### src/rtl/branch_commit_unit.sv
// ---------------------------------------------------------------------------
// branch_commit_unit
//
// Purpose:
//   Takes committed branches from the back end of the pipeline. Every accepted
//   branch goes into a small circular queue and is later handed to the branch
//   predictor as a training update. A branch whose actual outcome differs from
//   its predicted outcome also raises a one-cycle pipeline flush, together with
//   the PC where fetch has to restart.
//
// Optional feature:
//   BCU_STATS_EN - when defined, adds the br_cnt / miss_cnt statistics outputs.
//
// Parameters:
//   FIFO_DEPTH    - update-queue depth (power of two, >= 2)
//
// Ports:
//   clk           - system clock
//   rst_in        - synchronous active-high reset
//   rdy_in        - global enable; all state is held while low
//   commit_en     - a committed branch is offered this cycle
//   commit_pc     - PC of the committed branch
//   commit_taken  - actual branch outcome
//   commit_pred   - outcome predicted at fetch
//   commit_target - branch target address
//   commit_ready  - the unit accepts a commit this cycle
//   upd_en        - predictor update strobe
//   upd_pc        - PC to train
//   upd_jump      - outcome to train
//   flush         - one-cycle pipeline flush on misprediction
//   redirect_pc   - fetch restart PC, valid while flush is high
//   br_cnt        - accepted commits (BCU_STATS_EN only)
//   miss_cnt      - accepted mispredicted commits (BCU_STATS_EN only)
// ---------------------------------------------------------------------------
module branch_commit_unit #(
    parameter int FIFO_DEPTH = 4
) (
    input  logic        clk,
    input  logic        rst_in,
    input  logic        rdy_in,
    input  logic        commit_en,
    input  logic [31:0] commit_pc,
    input  logic        commit_taken,
    input  logic        commit_pred,
    input  logic [31:0] commit_target,
    output logic        commit_ready,
    output logic        upd_en,
    output logic [31:0] upd_pc,
    output logic        upd_jump,
    output logic        flush,
    output logic [31:0] redirect_pc
`ifdef BCU_STATS_EN
    ,
    output logic [31:0] br_cnt,
    output logic [31:0] miss_cnt
`endif
);

    localparam int PTR_W = (FIFO_DEPTH > 1) ? $clog2(FIFO_DEPTH) : 1;
    localparam int CNT_W = PTR_W + 1;
    localparam logic [CNT_W-1:0] DEPTH_C = CNT_W'(FIFO_DEPTH);

    logic [31:0]      mem_pc_r   [FIFO_DEPTH];
    logic             mem_jump_r [FIFO_DEPTH];
    logic [PTR_W-1:0] rd_ptr_r;
    logic [PTR_W-1:0] wr_ptr_r;
    logic [CNT_W-1:0] cnt_r;
    logic             upd_en_r;
    logic [31:0]      upd_pc_r;
    logic             upd_jump_r;
    logic             flush_r;
    logic [31:0]      redirect_r;

    logic             full_s;
    logic             ready_s;
    logic             accept_s;
    logic             pop_s;
    logic             miss_s;
    logic [31:0]      redirect_next_s;

    // Handshake, pop and misprediction decode from the registered state.
    always_comb begin
        full_s          = 1'b0;
        ready_s         = 1'b0;
        accept_s        = 1'b0;
        pop_s           = 1'b0;
        miss_s          = 1'b0;
        redirect_next_s = 32'h0000_0000;

        // Readiness depends only on the registered count, so a pop in the
        // same cycle can never open room for a push into a full queue.
        full_s   = (cnt_r == DEPTH_C);
        ready_s  = !full_s && !flush_r;
        accept_s = rdy_in && commit_en && ready_s;
        // The pop looks at the count before this cycle's push: no bypass.
        pop_s    = rdy_in && (cnt_r != {CNT_W{1'b0}});
        miss_s   = accept_s && (commit_taken != commit_pred);

        if (commit_taken) begin
            redirect_next_s = commit_target;
        end else begin
            redirect_next_s = commit_pc + 32'd4;
        end
    end

    // Queue storage; contents need no reset because the count guards reads.
    always_ff @(posedge clk) begin
        if (accept_s && !rst_in) begin
            mem_pc_r[wr_ptr_r]   <= commit_pc;
            mem_jump_r[wr_ptr_r] <= commit_taken;
        end
    end

    // Pointers, count, predictor update outputs and flush pulse.
    always_ff @(posedge clk) begin
        if (rst_in) begin
            rd_ptr_r   <= {PTR_W{1'b0}};
            wr_ptr_r   <= {PTR_W{1'b0}};
            cnt_r      <= {CNT_W{1'b0}};
            upd_en_r   <= 1'b0;
            upd_pc_r   <= 32'h0000_0000;
            upd_jump_r <= 1'b0;
            flush_r    <= 1'b0;
            redirect_r <= 32'h0000_0000;
        end else if (rdy_in) begin
            if (pop_s) begin
                upd_en_r   <= 1'b1;
                upd_pc_r   <= mem_pc_r[rd_ptr_r];
                upd_jump_r <= mem_jump_r[rd_ptr_r];
                rd_ptr_r   <= rd_ptr_r + PTR_W'(1);
            end else begin
                upd_en_r   <= 1'b0;
            end

            if (accept_s) begin
                wr_ptr_r <= wr_ptr_r + PTR_W'(1);
            end

            case ({accept_s, pop_s})
                2'b10:   cnt_r <= cnt_r + CNT_W'(1);
                2'b01:   cnt_r <= cnt_r - CNT_W'(1);
                default: cnt_r <= cnt_r;
            endcase

            // Flush lasts one enabled cycle; a stall simply stretches it.
            flush_r <= miss_s;
            if (miss_s) begin
                redirect_r <= redirect_next_s;
            end
        end
    end

`ifdef BCU_STATS_EN
    logic [31:0] br_cnt_r;
    logic [31:0] miss_cnt_r;

    // Statistics counters, wrapping naturally at 2^32.
    always_ff @(posedge clk) begin
        if (rst_in) begin
            br_cnt_r   <= 32'h0000_0000;
            miss_cnt_r <= 32'h0000_0000;
        end else if (rdy_in) begin
            if (accept_s) begin
                br_cnt_r <= br_cnt_r + 32'd1;
            end
            if (miss_s) begin
                miss_cnt_r <= miss_cnt_r + 32'd1;
            end
        end
    end

    assign br_cnt   = br_cnt_r;
    assign miss_cnt = miss_cnt_r;
`endif

    assign commit_ready = ready_s;
    assign upd_en       = upd_en_r;
    assign upd_pc       = upd_pc_r;
    assign upd_jump     = upd_jump_r;
    assign flush        = flush_r;
    assign redirect_pc  = redirect_r;

endmodule
### config.mk
export PLATFORM = sky130hd
export DESIGN_NAME = branch_commit_unit
export DESIGN_NICKNAME = d
export VERILOG_FILES = /design/src/rtl/branch_commit_unit.sv
export SDC_FILE = /design/constraint.sdc
export NUM_CORES = 1
export LEC_CHECK = 0
export CAP_MARGIN = 20
export CORE_UTILIZATION = 57
export CTS_CLUSTER_SIZE = 30
export DETAILED_ROUTE_END_ITERATION = 6
export PLACE_DENSITY = 0.92
export RECOVER_POWER = 50
export SLEW_MARGIN = 0
export SYNTH_ARGS = -nofsm -noshare
export SYNTH_HDL_FRONTEND = slang
export SYNTH_SLANG_ARGS = --single-unit
### constraint.sdc
create_clock -name clk -period 7.2 [get_ports clk]
set_input_delay 0.72 -clock clk [delete_from_list [all_inputs] [get_ports clk]]
set_output_delay 0.72 -clock clk [all_outputs]
set_load 0.1 [all_outputs]
### I/O nets highlighted, run 1

(3 px per um)
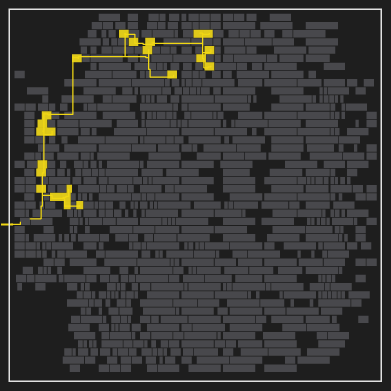
legend:
  yellow:
    port: commit_pred
    bits: 1
    direction: input
    edge: left
    end_cells: 23
    buffers: 1
    wire: 205 um

### Sequential cells coloured by netlist name, run 1

(2 px per um) Other sequential cells in the stronger grey, the rest of the logic in the fainter grey.
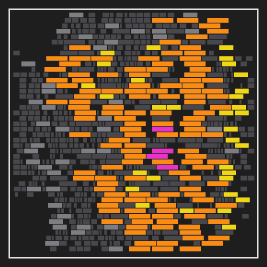
legend:
  orange:
    name_in_the_netlist: mem_pc_r
    flops: 128
  magenta:
    name_in_the_netlist: mem_jump_r
    flops: 4
  yellow:
    name_in_the_netlist: upd_pc
    flops: 32
not coloured: 42

### Routed metal, one colour a layer, run 1

(3 px per um)
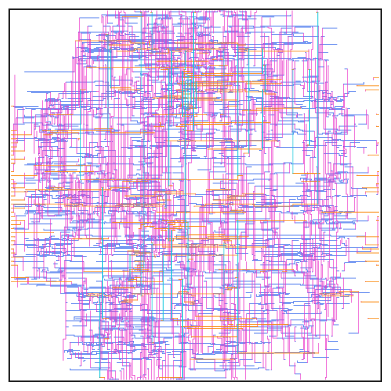
legend:
  magenta:
    layer: met2
    wire_length: 10800 um
  cyan:
    layer: met4
    wire_length: 921 um
  orange:
    layer: met3
    wire_length: 1870 um
  blue:
    layer: met1
    wire_length: 7920 um

==> flow_summary.toml, run 1 <==
# implementation run metrics
[power]
p_leak_nw = 3.53
finalPower_w = 0.00294

[final_timing]
hold_violations = 0
fin_crit_ns = 4.80
holdWs_ns = 0.449
slew_viol_final = 98
setup_tns_ns = 0
worstMarginPinSlew_ns = 2.25
rsz0062_at_grt = "no"
skew_ns = 0.0223
relSlewSlack = -0.517

[run_status]
status = "finished with violations"
violations = "capacitance limit, slew limit"

[grt]
antenna_found_initial = 1
grt_overflow = 0
grt_first_pass_wirelength_um = 32300

[placement]
pre_cts_slack_ns = 3.59
gp_congestion = 0.877
hpwl_um = 13300
dp.cells = 916

[finish]
top_area_cell_class = "sequential cells"
clk_share = 0.0673
final_core_util = 0.737
sh_comb_area = 0.261
inverters = 13
sh_seq_area = 0.510
layout.cells.non_filler = 954
n_all_buffers = 148

[clock_tree]
clk_pin_slew_ns = 0.06
cts_max_path_buffers = 3
clock_latency_ns = 0.48

[die]
die_area_sq_mm = 0.0153
die_w_um = 124
fp-utilization = 0.581
design.core.area_sq_mm = 0.0145
ioPinCount = 138
n_tap_cell = 184
rows = 44

[critical_path]
crit_path_start_kind = "primary input"
worstPathMaxFanout = 36
crit_arrival_ns = 5.13
critPathKind = "in -> reg"

[job]
drv_cap = 3
tool_warnings = 30

[yosys]
ys_sh_mux = 0.0931
xor_share = 0.0354
yosys-top-cells-count = "132 x edfxtp_1, 89 x nand2_1, 74 x dfxtp_1"
logic_family = "simple AND/OR/NAND/NOR gates"
synth-simple-area-share = 0.0959
yosysMostFrequentCell = "edfxtp_1"
yosys_most_used_dff = "edfxtp_1"
ys_types = 49
synth_top_area_share = 0.471
syn-cell-area_sq_mm = 0.00842
top_area_cell = "edfxtp_1"
edf_count = 132
yosys_area_sq_mm = 0.00842
avgSynthCellArea_sq_um = 13.6
ys_ff = 206

[routing]
routedWlPerCell_um = 22.5
postRouteAntennaNets = 0
drc_errors = 0
drt-pass1-iter-count = 5
drt_wl_total_um = 21500

[worst_hold_path]
hp-class = "reg -> reg"
[run 1: critical path, cell delays in order]
cell	delay [ns]
dlygate4sd3_1	0.65
o31ai_4	0.09
clkbuf_1	1.23
inv_1	1.10
ha_1	0.57
inv_1	0.08
fa_1	0.17
xnor2_1	0.14
nand2_1	0.10
xor2_1	0.21
nor2_1	0.07
[run 1: routing by layer]
layer / vias to the layer above / GRT usage / wire length (um)
li1: 2607 / - / -
met1: 2882 / 0.366 / 7920
met2: 392 / 0.485 / 10800
met3: 84 / 0.0424 / 1870
met4: 0 / 0.123 / 921
met5: - / 0 / 0
[run 1: worst paths after layout]
check / start / end / slack (ns) / depth (start not counted)
setup / recovery: rdy_in / cnt_r[2]$_SDFFE_PP0P_ / 2.40 / 11
hold / removal: upd_jump$_SDFFE_PP0P_ / upd_jump$_SDFFE_PP0P_ / 0.45 / 2
setup reg to reg: cnt_r[2]$_SDFFE_PP0P_ / cnt_r[2]$_SDFFE_PP0P_ / 2.77 / 10
hold reg to reg: upd_jump$_SDFFE_PP0P_ / upd_jump$_SDFFE_PP0P_ / 0.45 / 2
[run 1: report_power, final]
| part | total [W] | switching, W | internal [W] |
|---|---|---|---|
| clock | 0.00113 | 0.000430 | 0.000699 |
| sequential | 0.00132 | 0.0000247 | 0.00130 |
| combinational | 0.000489 | 0.000338 | 0.000150 |
[run 1: registers in the layout, indices dropped and copies added (netlist names)]
| name | flops |
|---|---|
| mem_pc_r | 128 |
| redirect_pc | 32 |
| upd_pc | 32 |
| mem_jump_r | 4 |
| cnt_r | 3 |
| rd_ptr_r | 2 |
| wr_ptr_r | 2 |
| flush | 1 |
| upd_en | 1 |
| upd_jump | 1 |
==> run 2: changes to the inputs <==
- CORE_UTILIZATION: 57 -> 48
- PLACE_DENSITY: 0.92 -> 0.84
- clock period: 7.2 -> 4.2 ns (I/O delays scaled with it)
### I/O nets highlighted, run 2

(3 px per um)
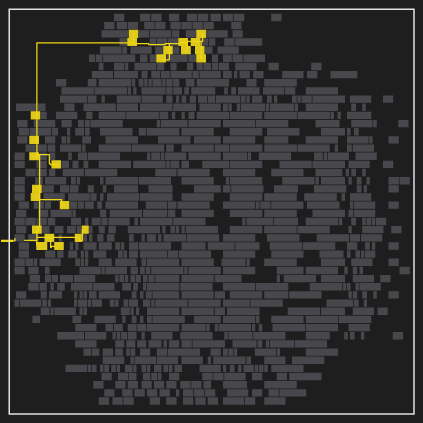
legend:
  yellow:
    port: commit_pred
    bits: 1
    direction: input
    edge: left
    end_cells: 23
    buffers: 1
    wire: 206 um

==> run 2 against run 1 <==
  * The flow still finishes with violations (capacitance limit, slew limit)
  * Via count shrank 4.0%
  * Final area shrank 0.67%
  * Worst setup slack lost 1.2 ns
  * Sequential share of layout area grew 0.33 points
  * Combinational power grew 67%
  * Non-clock buffer count grew 1
  * Synthesized area is the same
  * Core utilization shrank 12 points
  * Synthesized cell count is the same
  * Critical endpoint is now redirect_pc[4]$_SDFFE_PP0P_
  * Largest cell class unchanged
  * Highest routed layer unchanged
==> flow_summary.toml, run 2 <==
# implementation run metrics
[die]
ioPinCount = 138
design.core.area_sq_mm = 0.0172
die_area_sq_mm = 0.0181
fp-utilization = 0.488

[yosys]
syn-cell-area_sq_mm = 0.00842
synth_top_area_share = 0.471
yosys_most_used_dff = "edfxtp_1"
top_area_cell = "edfxtp_1"
avgSynthCellArea_sq_um = 13.6
edf_count = 132
yosysMostFrequentCell = "edfxtp_1"
ys_ff = 206
yosys_area_sq_mm = 0.00842

[placement]
hpwl_um = 13000
gp_congestion = 0.803

[grt]
busiest_layer = "met2"
antenna_found_initial = 0
grt_overflow = 0

[critical_path]
cp-startpoint = "commit_taken"
r2r_slack_ns = 1.40
critPathKind = "in -> reg"
r2r-end = "upd_pc[31]$_SDFFE_PP0P_"
r2r_start = "rd_ptr_r[0]$_SDFFE_PP0P_"
crit_arrival_ns = 3.28

[routing]
postRouteAntennaNets = 0
drt-pass1-iter-count = 5
drt_wl_total_um = 20300
drc_errors = 0

[final_timing]
rsz0062_at_grt = "no"
slew_viol_final = 60
relSlewSlack = -0.190
setup_tns_ns = 0

[run_status]
status = "finished with violations"
violations = "capacitance limit, slew limit"

[clock_tree]
cts_max_path_buffers = 3

[finish]
largest_reg_flops = 128
regMostFlops = "mem_pc_r"

[job]
drv_cap = 2
tool_warnings = 29

[worst_hold_path]
worstHoldStart = "upd_pc[8]$_SDFFE_PP0P_"
min_to = "upd_pc[8]$_SDFFE_PP0P_"
hp-class = "reg -> reg"
### Routing congestion map, run 2

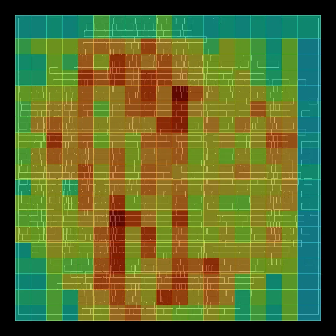
met2 Usage GRT: 0.390
M1 GR Usage: 0.307
M3 GR Usage: 0.0302

run 2: cell counts after synthesis:
No cell type changed its count.
run 2: worst max-delay path, cell delays in order:
cell and delay [ns]:
dlygate4sd3_1 1.20, clkbuf_1 0.78, clkinv_1 0.46, o211ai_1 0.31, a21oi_1 0.09
run 2: through the flow:
stage / cell area, sq um / util / power [W] / setup WS, ns / instances
floorplan: 8420 / - / 0.00288 / 1.43 / 620
global placement: 10000 / 0.582 / 0.00313 / 1.19 / 958
detailed placement: 10000 / 0.582 / 0.00315 / 1.12 / 958
CTS: 10600 / 0.616 / 0.00476 / 1.44 / 994
global route: 10600 / 0.615 / 0.00487 / 1.09 / 995
finish: 10600 / 0.615 / 0.00473 / 1.24 / 995
run 2: kinds of logic after synthesis:
group,after synthesis,share of synthesized area
xor gates and xnor gates,34,0.0354
DFF,206,0.647
muxes,37,0.0931
and+or+nand+nor,166,0.0959
buffers and inverters,48,0.0229
adders and majority gates,7,0.0113
AOI/OAI and AO/OA,122,0.0945
run 2: routing by layer:
| metal | vias to the layer above | routed length [um] |
|---|---|---|
| met4 | 0 | 345 |
| met5 | - | 0 |
| li1 | 2601 | - |
| met1 | 2796 | 8240 |
| met3 | 36 | 1560 |
| met2 | 291 | 10100 |
run 2: final cells by class:
cell class / count / area, sq um / share of cell area
sequential: 206 / 5450 / 0.514
multi-input combinational: 366 / 2770 / 0.261
timing repair buffer: 149 / 1470 / 0.138
clock buffer: 33 / 581 / 0.0548
tap: 225 / 282 / 0.0266
inverter: 13 / 48.8 / 0.00460
clock inverter: 3 / 11.3 / 0.00106
run 2: power breakdown:
group	switching (W)	internal [W]
Clock	0.000694	0.000940
Sequential	0.0000561	0.00222
Combinational	0.000558	0.000258
Total	0.00131	0.00342
No activity file was given, so power comes from the tool's default toggle rates.
